==> src/rtl/uart_echo_engine.sv <==
// -----------------------------------------------------------------------------
// uart_echo_engine
//
// Echoes words from a UART receive FIFO back into a UART transmit FIFO. Each
// echoed word is the received word plus OFFSET, with the sum wrapping modulo
// 2^DBIT. The engine has two modes:
//   auto_mode = 1 : echo continuously while words are available.
//   auto_mode = 0 : echo one word per single-cycle step tick.
//
// Per-word sequence (a three-state FSM):
//   IDLE  : wait for a word and a request (auto_mode or step).
//   FETCH : pop the receive FIFO for one cycle and capture head + OFFSET.
//   SEND  : push the captured word once tx_full is low. Wait here while the
//           transmit FIFO is full.
//
// A step tick that arrives while a word is in flight is dropped, not queued.
// A step tick that arrives while the receive FIFO is empty is also dropped.
//
// Optional feature (macro UART_ECHO_STATS_EN):
//   When the macro is defined, the rx_count and tx_count ports and their
//   counters are present. When it is undefined, both ports and the counter
//   logic are absent. All other behaviour is the same in both builds.
//
// Ports
//   clk        in   1      system clock, all state updates on the rising edge
//   reset      in   1      asynchronous, active-high reset
//   step       in   1      single-cycle tick that requests one echo (step mode)
//   auto_mode  in   1      1 = echo continuously, 0 = one echo per step tick
//   rx_empty   in   1      receive FIFO empty flag
//   r_data     in   DBIT   receive FIFO head word, valid while rx_empty = 0
//   rd_uart    out  1      receive FIFO pop strobe
//   tx_full    in   1      transmit FIFO full flag
//   w_data     out  DBIT   word to the transmit FIFO (always equals data_reg)
//   wr_uart    out  1      transmit FIFO push strobe
//   last_rx    out  DBIT   most recently popped received word
//   busy       out  1      high in any state other than IDLE
//   rx_count   out  CNT_W  popped word count   (UART_ECHO_STATS_EN only)
//   tx_count   out  CNT_W  pushed word count   (UART_ECHO_STATS_EN only)
// -----------------------------------------------------------------------------
module uart_echo_engine #(
  parameter int DBIT   = 8,
  parameter int OFFSET = 1,
  parameter int CNT_W  = 16
) (
  input  logic            clk,
  input  logic            reset,
  input  logic            step,
  input  logic            auto_mode,
  input  logic            rx_empty,
  input  logic [DBIT-1:0] r_data,
  output logic            rd_uart,
  input  logic            tx_full,
  output logic [DBIT-1:0] w_data,
  output logic            wr_uart,
  output logic [DBIT-1:0] last_rx,
  output logic            busy
`ifdef UART_ECHO_STATS_EN
  ,
  output logic [CNT_W-1:0] rx_count,
  output logic [CNT_W-1:0] tx_count
`endif
);

  // Reject parameter values that cannot produce a usable datapath.
  if (DBIT < 1) begin : g_bad_dbit
    $error("uart_echo_engine: DBIT must be at least 1");
  end
  if (CNT_W < 1) begin : g_bad_cnt_w
    $error("uart_echo_engine: CNT_W must be at least 1");
  end

  // OFFSET is truncated to the word width, so the adder wraps modulo 2^DBIT.
  localparam logic [DBIT-1:0] OFFSET_W = DBIT'(OFFSET);

  typedef enum logic [1:0] {
    IDLE  = 2'd0,
    FETCH = 2'd1,
    SEND  = 2'd2
  } state_t;

  state_t          state_q;
  state_t          state_d;
  logic [DBIT-1:0] data_reg;

  // ---------------------------------------------------------------------------
  // State register
  // ---------------------------------------------------------------------------
  // NOTE: clocked state uses non-blocking (<=) assignments. Every register then
  // samples values from before the edge, and the result does not depend on the
  // order of the always blocks.
  always_ff @(posedge clk or posedge reset) begin
    if (reset) begin
      state_q <= IDLE;
    end else begin
      state_q <= state_d;
    end
  end

  // ---------------------------------------------------------------------------
  // Next-state and strobe logic
  //
  // The strobes are decoded from the registered state, so an asynchronous reset
  // deasserts them at once. Each strobe lasts one cycle per word: FETCH is left
  // unconditionally, and SEND is left on the same cycle that wr_uart fires.
  // ---------------------------------------------------------------------------
  // NOTE: every output of this block gets a default before the case statement.
  // Without the defaults, any path that skips an assignment would infer a latch.
  always_comb begin
    state_d = state_q;
    rd_uart = 1'b0;
    wr_uart = 1'b0;

    unique case (state_q)
      IDLE: begin
        // Step ticks are only looked at here. Ticks that arrive in FETCH or
        // SEND therefore fall away, and so do ticks that arrive while the
        // receive FIFO is empty. A change of auto_mode also takes effect here,
        // so it never cuts a word short.
        if (!rx_empty && (auto_mode || step)) begin
          state_d = FETCH;
        end
      end

      FETCH: begin
        rd_uart = 1'b1;
        state_d = SEND;
      end

      SEND: begin
        // The captured word is held until the transmit FIFO has room. This
        // keeps exactly one push per pop, however long tx_full stays high.
        if (!tx_full) begin
          wr_uart = 1'b1;
          state_d = IDLE;
        end
      end

      default: begin
        state_d = IDLE;
      end
    endcase
  end

  assign busy = (state_q != IDLE);

  // ---------------------------------------------------------------------------
  // Datapath: capture the head word during FETCH
  // ---------------------------------------------------------------------------
  // NOTE: these data registers are reset explicitly. The outputs are visible to
  // the user (LEDs and the transmit word), so they must show zero after reset
  // rather than stale contents.
  always_ff @(posedge clk or posedge reset) begin
    if (reset) begin
      data_reg <= '0;
      last_rx  <= '0;
    end else if (rd_uart) begin
      data_reg <= r_data + OFFSET_W;
      last_rx  <= r_data;
    end
  end

  // w_data is driven straight from the holding register, so it stays stable
  // for the whole time the engine waits in SEND.
  assign w_data = data_reg;

`ifdef UART_ECHO_STATS_EN
  // ---------------------------------------------------------------------------
  // Statistics counters: each counts strobes and wraps modulo 2^CNT_W
  // ---------------------------------------------------------------------------
  always_ff @(posedge clk or posedge reset) begin
    if (reset) begin
      rx_count <= '0;
      tx_count <= '0;
    end else begin
      if (rd_uart) begin
        rx_count <= rx_count + CNT_W'(1);
      end
      if (wr_uart) begin
        tx_count <= tx_count + CNT_W'(1);
      end
    end
  end
`endif

endmodule

==> config.mk <==
export PLATFORM = sky130hd
export DESIGN_NAME = uart_echo_engine
export DESIGN_NICKNAME = d
export VERILOG_FILES = /design/src/rtl/uart_echo_engine.sv
export SDC_FILE = /design/constraint.sdc
export NUM_CORES = 1
export LEC_CHECK = 0
export ABC_CLOCK_PERIOD_IN_PS = 1600
export CELL_PAD_IN_SITES_DETAIL_PLACEMENT = 1
export CELL_PAD_IN_SITES_GLOBAL_PLACEMENT = 1
export CORE_UTILIZATION = 28
export CTS_CLUSTER_SIZE = 8
export DETAILED_ROUTE_END_ITERATION = 8
export HOLD_SLACK_MARGIN = 0.15
export PLACE_DENSITY = 0.81
export SYNTH_ARGS = -nofsm -noshare
export SYNTH_HDL_FRONTEND = slang
export SYNTH_SLANG_ARGS = --single-unit
==> constraint.sdc <==
create_clock -name clk -period 1.6 [get_ports clk]
set_input_delay 0.16 -clock clk [delete_from_list [all_inputs] [get_ports clk]]
set_output_delay 0.16 -clock clk [all_outputs]
set_load 0.05 [all_outputs]
==> run summary <==
Notes on the flow run.

- The portion of the clock cycle consumed by the worst path in the final layout is 0.929, for reference.
- 33 I/O pins were placed.
- The family with the most delay on the worst path is flip-flops, for reference.
- Per the post-run analysis, buffers plus inverters along the critical path come to 2.
- The number of nets with antenna violations after routing is 0, for reference.
- The aggregate global routing overflow is 0, for reference.
- The clock root buffer is sky130_fd_sc_hd__clkbuf_4, for reference.
- Setup repair after global routing left no endpoint under its margin.
- The mean cell area of the mapped netlist is 9.01 um^2, for reference.
- The top fanout value on the critical path is 14, for reference.
- sky130_fd_sc_hd__dfrtp_1 takes more of the synthesized area than any other cell.
- The final non-filler cell total is 157, for reference.
- In this run the cell area of the synthesized design comes to 793 um^2.
- Per the OpenROAD power report, leakage power amounts to 0.590 nW.
- The timing report shows that the slowest cell on the worst path is sky130_fd_sc_hd__dfrtp_1.
- The area share of the leading cell type in the synthesized netlist is 0.568, for reference.
- The flow ran to the end, and the final reports show no timing, DRC or antenna violations.
- The HPWL after detailed placement is 1630 um, for reference.
- For this run, the detailed router reports a per-instance via density of 4.85.
- The first global-routing pass estimated 3410 um of wire.
- The CTS tree is yes, for reference.
- The commonest register cell is sky130_fd_sc_hd__dfrtp_1.
- The power report attributes to the sequential group a share of 0.311.
- The filler cells instantiated in the layout total 315.
- The number of antenna violations at the first check in global routing is 0, for reference.
- The fraction of synthesis flops using an asynchronous set or reset pin is 1.00, for reference.
- The cell sequence reported for the critical path is nand2b_1 -> inv_2 -> buf_12.
- The maximum clock insertion buffer count is 2, for reference.
- The type of the worst min-delay path is in -> async, for reference.
- In the power breakdown, the internal column shows 1.21 mW.
- The transition time at the pin with the least slew margin is 249 ps, for reference.
- The worst clock skew is 6.56 ps, for reference.
- The report counts max-capacitance violations totalling 0.
- The post-route utilization of the core is recorded as 0.465.
- Max-slew check failures listed in the final report amount to 0.
- In the final report, the number of endpoints failing setup comes to 0.
- The category of the critical setup timing path is reg -> out, for reference.
- The number of setup buffers added after CTS is 0.
- The violation tally recorded at the end of detailed-routing iteration 0 is 2.
placed cells by master (no fill, tap or decap), drive strengths merged:
master | synthesis | final
nor3 | 1 | 1
or2 | 1 | 1
or4 | 1 | 1
clkdlybuf4s50 | 0 | 13
clkbuf | 0 | 3
ha | 1 | 1
nand4 | 1 | 1
a31oi | 2 | 2
nor2 | 4 | 4
xnor2 | 1 | 1
inv | 3 | 3
nand3 | 4 | 4
nand2b | 1 | 1
or3 | 2 | 2
o211ai | 1 | 1
nor3b | 1 | 1
buf | 3 | 26
o21ai | 6 | 6
dfrtp | 18 | 18
nand2 | 34 | 34
nand3b | 1 | 1
xor2 | 2 | 2
metrics by stage:
stage               total power [mW]  instance area [um^2]
finish                          2.55                  1190
global route                    2.70                  1190
CTS                             2.58                  1190
detailed placement              2.35                  1170
global placement                2.31                  1170
floorplan                       1.82                   798
metal layers:
layer	part of all wire	up-vias	GRT usage
met4	0.020	0	0.100
met1	0.44	370	0.178
met5	0	-	0
met3	0.058	4	0.0422
met2	0.48	23	0.225
li1	-	364	-
cells by family after synthesis:
group                      synth area share
AOI/OAI and AO/OA                    0.0631
buffers and inverters                0.0331
and+or+nand+nor                       0.287
xor gates and xnor gates             0.0331
DFF                                   0.568
adders and majority gates            0.0158
sequential cells by signal (all words and copies together) (netlist names):
| register | flops |
|---|---|
| w_data | 8 |
| last_rx | 8 |
| state_q | 2 |
final cells by class:
type	count	area (um^2)	area share
Sequential cell	18	450	0.377
Timing Repair Buffer	39	350	0.294
Multi-Input combinational cell	64	322	0.269
Tap cell	30	37.5	0.0314
Clock buffer	3	22.5	0.0189
Inverter	3	11.3	0.00943
power by group through the flow:
stage / Sequential, mW / Clock (mW) / Combinational, mW
after floorplan: 1.50 / 0 / 0.314
after global placement: 0.794 / 0 / 1.52
after detailed placement: 0.801 / 0 / 1.55
after CTS: 0.798 / 0.236 / 1.55
after global routing: 0.827 / 0.252 / 1.62
final: 0.795 / 0.224 / 1.53
worst paths after layout:
path | slack [ps] | to | from | depth (start not counted)
worst min register to register | 490 | w_data[0] | w_data[0] | 2
min in group clk | 390 | state_q[0] | rx_empty | 2
max in group asynchronous | 1240 | last_rx[0] | reset | 3
worst min-delay path | 160 | state_q[1] | reset | 3
worst max register to register | 310 | w_data[6] | state_q[1] | 3
worst max-delay path | 110 | rd_uart | state_q[1] | 3
worst register-to-register path: stages (launching register included):
cell and delay, ps:
sky130_fd_sc_hd__dfrtp_1 420, sky130_fd_sc_hd__nand2b_1 210, sky130_fd_sc_hd__or4_1 480, sky130_fd_sc_hd__o211ai_1 110
==> images/clocks.png <==
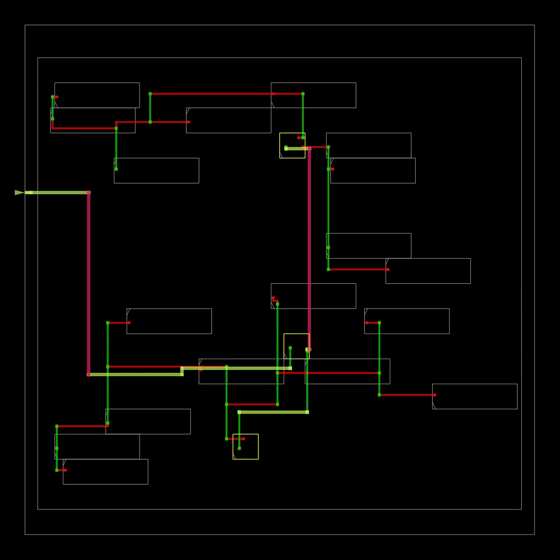
number of clock buffers inserted by TritonCTS: 3
Latency at later pin: 300 ps

==> images/flops_by_reg.png <==
Scale bar: 20 um.
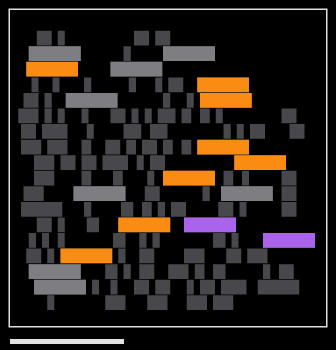
state_q -> purple  # placed flops 2
w_data -> orange  # placed flops 8

==> images/metal_density.png <==
Scale bar: 20 um. 11 x 11 tiles, from dark blue (low) to red (high), scaled to the fullest tile. Values are wire area over tile area, all layers added.
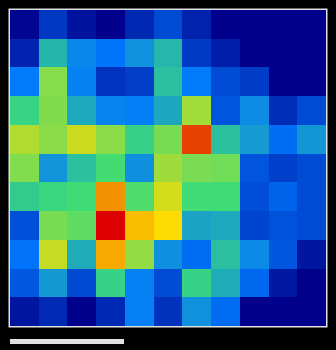
mean over tiles = 0.11
emptiest ninth of the die = upper right
fullest tile = 0.36
nearly empty tiles = 13%
tiles over half the peak = 23%
global-route total usage across every layer: 0.147
detailed-route wire length per cell: 13.3 um
DR vias: 761
Post-Route WL: 2080 um

==> images/io_placement.png <==
Scale bar: 20 um. Pins as bars across the die edge, other pins in grey.
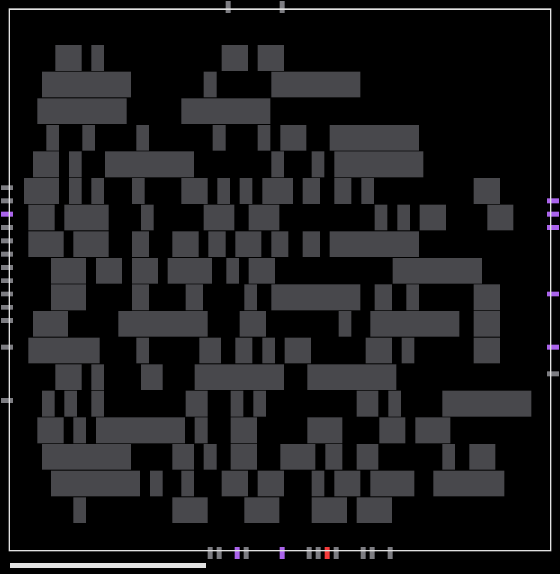
rx_empty -> red  # pins 1, direction input, edge bottom
w_data -> purple  # pins 8, direction output, edge 5 right, 2 bottom, 1 left
Die Span Y: 55.2 um
Die Span X: 55.2 um
# port buffers: 32

==> images/layer_met1.png <==
Scale bar: 20 um.
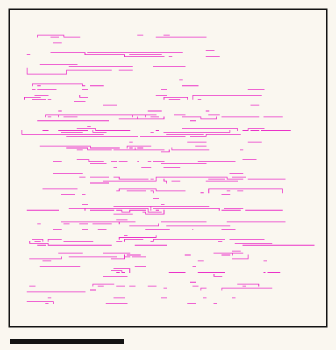
wire length on this layer = 912 um
share of all routed wire = 44%
nets with wire on the layer = 114

No activity file was given, so power comes from the tool's default toggle rates.
